===== src/rtl/extmem_arb_pkg.sv =====
// Shared types for the external memory arbiter: FSM states, requester IDs, grant bits.
// Also holds the data value returned to a requester whose transaction timed out.
package extmem_arb_pkg;

  typedef enum logic [1:0] {ST_IDLE, ST_WAIT, ST_ACK} state_t;

  typedef enum logic [1:0] {ID_LD, ID_VID, ID_ROM} req_id_t;

  // Bit positions inside the one-hot grant vector.
  localparam int G_LD  = 0;
  localparam int G_VID = 1;
  localparam int G_ROM = 2;

  localparam logic [7:0] ABORT_DAT = 8'hFF;

endpackage


===== src/rtl/extmem_prio.sv =====
// Combinational winner select, zero latency: loader > video > rom, except that a
// saturated video streak lets a pending rom request past video; losers simply stay pending.
module extmem_prio
  import extmem_arb_pkg::*;
(
  input  logic       ldreq,
  input  logic       vidreq,
  input  logic       romreq,
  input  logic       vidsat,
  output logic [2:0] grant
);

  always_comb begin
    grant = '0;
    if (ldreq)                 grant[G_LD]  = 1'b1;
    else if (romreq && vidsat) grant[G_ROM] = 1'b1;
    else if (vidreq)           grant[G_VID] = 1'b1;
    else if (romreq)           grant[G_ROM] = 1'b1;
  end

endmodule


===== src/rtl/extmem_arb.sv =====
// Shares the external memory port between loader, video and NES rom; one transaction in flight.
// Latency: req at T -> extreq at T+1 -> ack one cycle after extack; stalls on extack up to TIMEOUT cycles.
module extmem_arb
  import extmem_arb_pkg::*;
#(
  parameter int AW      = 22,
  parameter int MAXVID  = 4,
  parameter int TIMEOUT = 255
) (
  input  logic          clk,
  input  logic          reset,
  input  logic [AW-1:0] ldaddr,
  input  logic [7:0]    ldwdata,
  input  logic          ldreq,
  output logic          ldack,
  input  logic [AW-1:0] vidaddr,
  input  logic          vidreq,
  output logic [7:0]    viddata,
  output logic          vidack,
  input  logic [AW-1:0] romaddr,
  input  logic          romreq,
  output logic [7:0]    romdata,
  output logic          romack,
  output logic [AW-1:0] extaddr,
  output logic [7:0]    extwdata,
  output logic          extwr,
  output logic          extreq,
  input  logic [7:0]    extrdata,
  input  logic          extack,
  output logic          err
);

  localparam int VCW = $clog2(MAXVID + 1);

  state_t         state;
  req_id_t        win;
  logic [VCW-1:0] vidcnt;
  logic [7:0]     tocnt;
  logic [2:0]     grant;
  logic           vidsat;
  logic           done;
  logic [7:0]     rdat;

  assign vidsat = (vidcnt >= VCW'(MAXVID));
  // A transaction ends on extack or when the timeout counter expires.
  assign done   = (state == ST_WAIT) && (extack || (tocnt == 8'(TIMEOUT)));
  assign rdat   = extack ? extrdata : ABORT_DAT;

  extmem_prio u_prio (
    .ldreq  (ldreq),
    .vidreq (vidreq),
    .romreq (romreq),
    .vidsat (vidsat),
    .grant  (grant)
  );

  always_ff @(posedge clk) begin
    if (reset) begin
      state    <= ST_IDLE;
      win      <= ID_LD;
      ldack    <= 1'b0;
      vidack   <= 1'b0;
      romack   <= 1'b0;
      extreq   <= 1'b0;
      extwr    <= 1'b0;
      extaddr  <= '0;
      extwdata <= '0;
      viddata  <= '0;
      romdata  <= '0;
      vidcnt   <= '0;
      tocnt    <= '0;
      err      <= 1'b0;
    end else begin
      ldack  <= 1'b0;
      vidack <= 1'b0;
      romack <= 1'b0;
      case (state)
        ST_IDLE: begin
          if (|grant) begin
            state  <= ST_WAIT;
            extreq <= 1'b1;
            tocnt  <= '0;
            if (grant[G_LD]) begin
              win      <= ID_LD;
              extaddr  <= ldaddr;
              extwdata <= ldwdata;
              extwr    <= 1'b1;
            end else if (grant[G_VID]) begin
              win     <= ID_VID;
              extaddr <= vidaddr;
              extwr   <= 1'b0;
            end else begin
              win     <= ID_ROM;
              extaddr <= romaddr;
              extwr   <= 1'b0;
            end
            // Video streak only grows while rom is actually waiting; loader grants leave it alone.
            if (grant[G_VID] && romreq) begin
              if (!vidsat) vidcnt <= vidcnt + VCW'(1);
            end else if (grant[G_ROM] || !romreq) begin
              vidcnt <= '0;
            end
          end
        end
        ST_WAIT: begin
          if (done) begin
            state  <= ST_ACK;
            extreq <= 1'b0;
            extwr  <= 1'b0;
            if (!extack) err <= 1'b1;
            case (win)
              ID_LD:   ldack <= 1'b1;
              ID_VID:  begin vidack <= 1'b1; viddata <= rdat; end
              ID_ROM:  begin romack <= 1'b1; romdata <= rdat; end
              default: ;
            endcase
          end else begin
            tocnt <= tocnt + 8'd1;
          end
        end
        ST_ACK:  state <= ST_IDLE;
        default: state <= ST_IDLE;
      endcase
    end
  end

endmodule

===== config.mk =====
export PLATFORM = sky130hd
export DESIGN_NAME = extmem_arb
export DESIGN_NICKNAME = d
export VERILOG_FILES = /design/src/rtl/extmem_arb_pkg.sv /design/src/rtl/extmem_prio.sv /design/src/rtl/extmem_arb.sv
export SDC_FILE = /design/constraint.sdc
export NUM_CORES = 1
export LEC_CHECK = 0
export CAP_MARGIN = 20
export CORE_MARGIN = 2
export CORE_UTILIZATION = 35
export CTS_CLUSTER_SIZE = 30
export DETAILED_ROUTE_END_ITERATION = 12
export GPL_ROUTABILITY_DRIVEN = 0
export HOLD_SLACK_MARGIN = 0.12
export PLACE_DENSITY = 0.75
export SKIP_CTS_REPAIR_TIMING = 1
export SYNTH_ARGS = -nofsm -noshare
export SYNTH_HDL_FRONTEND = slang
export SYNTH_HIERARCHICAL = 1
export SYNTH_SLANG_ARGS = --single-unit

===== constraint.sdc =====
create_clock -name clk -period 2.4 [get_ports clk]
set_clock_uncertainty 0.1 [all_clocks]
set_input_delay 0.6 -clock clk [delete_from_list [all_inputs] [get_ports clk]]
set_output_delay 0.6 -clock clk [all_outputs]
set_load 0.02 [all_outputs]

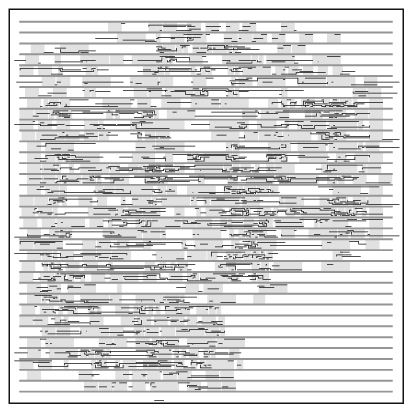
Figure 1: signal wires on met1.
Scale: 4 px per um. Supply wires on this layer in grey. Cells faint in the background.
share of all routed wire: 42%
nets with wire on the layer: 506
longest straight run: 29.4 um

==> CHANGELOG.md <==
### Metrics

* Status: finished, final reports clean
* Layout cells sized above 1 at 8.33%
* Reg2reg start: tocnt[0]$_SDFFE_PP0P_
* Syn avg cell area at 8.64 sq um
* Max power group: registers
* Leading post-synthesis cells by cell area: dfxtp_1 (43%), a21oi_1 (8.9%), nand2_1 (8.1%)
* Post-synth top area cell: dfxtp_1
* R2R cell count at 5
* Final hold violations at 0
* FF+latch count, synth at 67
* Worst Hold End: extwdata[2]$_SDFFE_PP0P_
* Net count, final at 590
* Site Rows at 34
* Critical Path Source Type: input pin
* Detailed-route via count at 3076
* Pre-CTS WS at -155 ps
* Most numerous logic cells after layout: clkdlybuf4s50_1 (138), nand2_1 (67), dfxtp_1 (67), a21oi_1 (55)
* Drt via density at 5.03
* Max frequency at 0.455 GHz
* LEAKAGE at 1.82 nW
* Final Cell Area at 0.00483 sq mm
* Synth Seq Share at 43.3%
* Yosys cell types at 43
* Slowest CP cell: clkdlybuf4s50_1
* Die width at 98.1 um
* Final worst slack at 203 ps
* Cells after Synth at 359
* R2r endpoint: tocnt[5]$_SDFFE_PP0P_
* Max clock buf depth at 2
* Cell Chain, Critical Path: clkdlybuf4s50_1 > a211oi_4 > nand2b_1 > a311oi_4 > a21oi_1 > a211oi_1
* Clock net power at 0.982 mW
* Register share of total power at 42.7%
* Peak VDD IR at 0.000298 V
* WHS at 357 ps
* Top FF cell, synth: dfxtp_1
* Largest Register: extaddr
* RSZ-0062 raised after global routing: false
* Crit. End Element: register
* CP max FO at 5
* Max cap viols at 0
* CP top delay family: AND-OR/OR-AND gates
* Remaining DRCs at 0
* Pwr/cell area at 585 mW/mm^2
* Post-synth ARST share at 0%
* Bufs and invs on worst path at 1
* NetSw at 0.800 mW
* Late-Pin Clk Latency at 340 ps
* Syn-to-layout area delta at 55.8%
* YS chip area at 0.00310 sq mm
* GRT Overall Usage at 17.9%
* Max reg flops at 22
* Gate power share at 22.5%
* Drt total wl at 8.59 mm
* Post-Syn Area at 0.00310 sq mm
* Hold path depth at 2
* Sink Count at 67
* Die height at 98.1 um
* Core area at 0.00864 sq mm
* Critical path depth at 6
* Worst hold-check path type: reg2reg
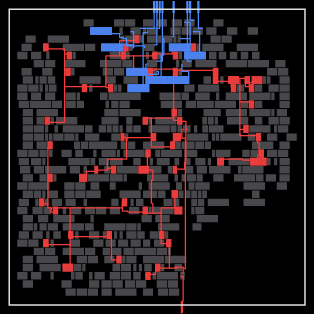
Figure 2: nets reached from selected ports.
Scale: 3 px per um.
[blue] extwdata | bits: 8 | direction: output | end cells: 8 | buffers: 8 | wire: 191 um
[red] reset | bits: 1 | direction: input | end cells: 62 | buffers: 3 | wire: 598 um

==> cell families (layout without fill, tap and decap cells) <==
logic type,Yosys count,count (layout),share of synthesized area [%]
multiplexers,24,24,7.79
AND/OR/NAND/NOR,121,121,18.6
buffers and inverters,30,175,5.00
AND-OR/OR-AND,114,114,24.2
adder cells (fa/ha/maj),3,3,1.21
flip-flops,67,67,43.3
==> final cells by class <==
cell class | instances | share of cell area [%]
well taps | 108 | 2.80
inverters | 8 | 0.622
flip-flops and latches | 67 | 27.8
multi-input cells | 262 | 33.4
repair buffers | 151 | 31.1
clock inverters | 6 | 1.53
clock buffers | 10 | 2.85
==> per-layer routing <==
layer | share of wire (%) | global-route usage (%)
met5 | 0 | 0
met4 | 2.1 | 7.48
met3 | 8.0 | 5.73
met2 | 48 | 30.3
met1 | 42 | 21.0
Power and IR drop assume default switching activity.
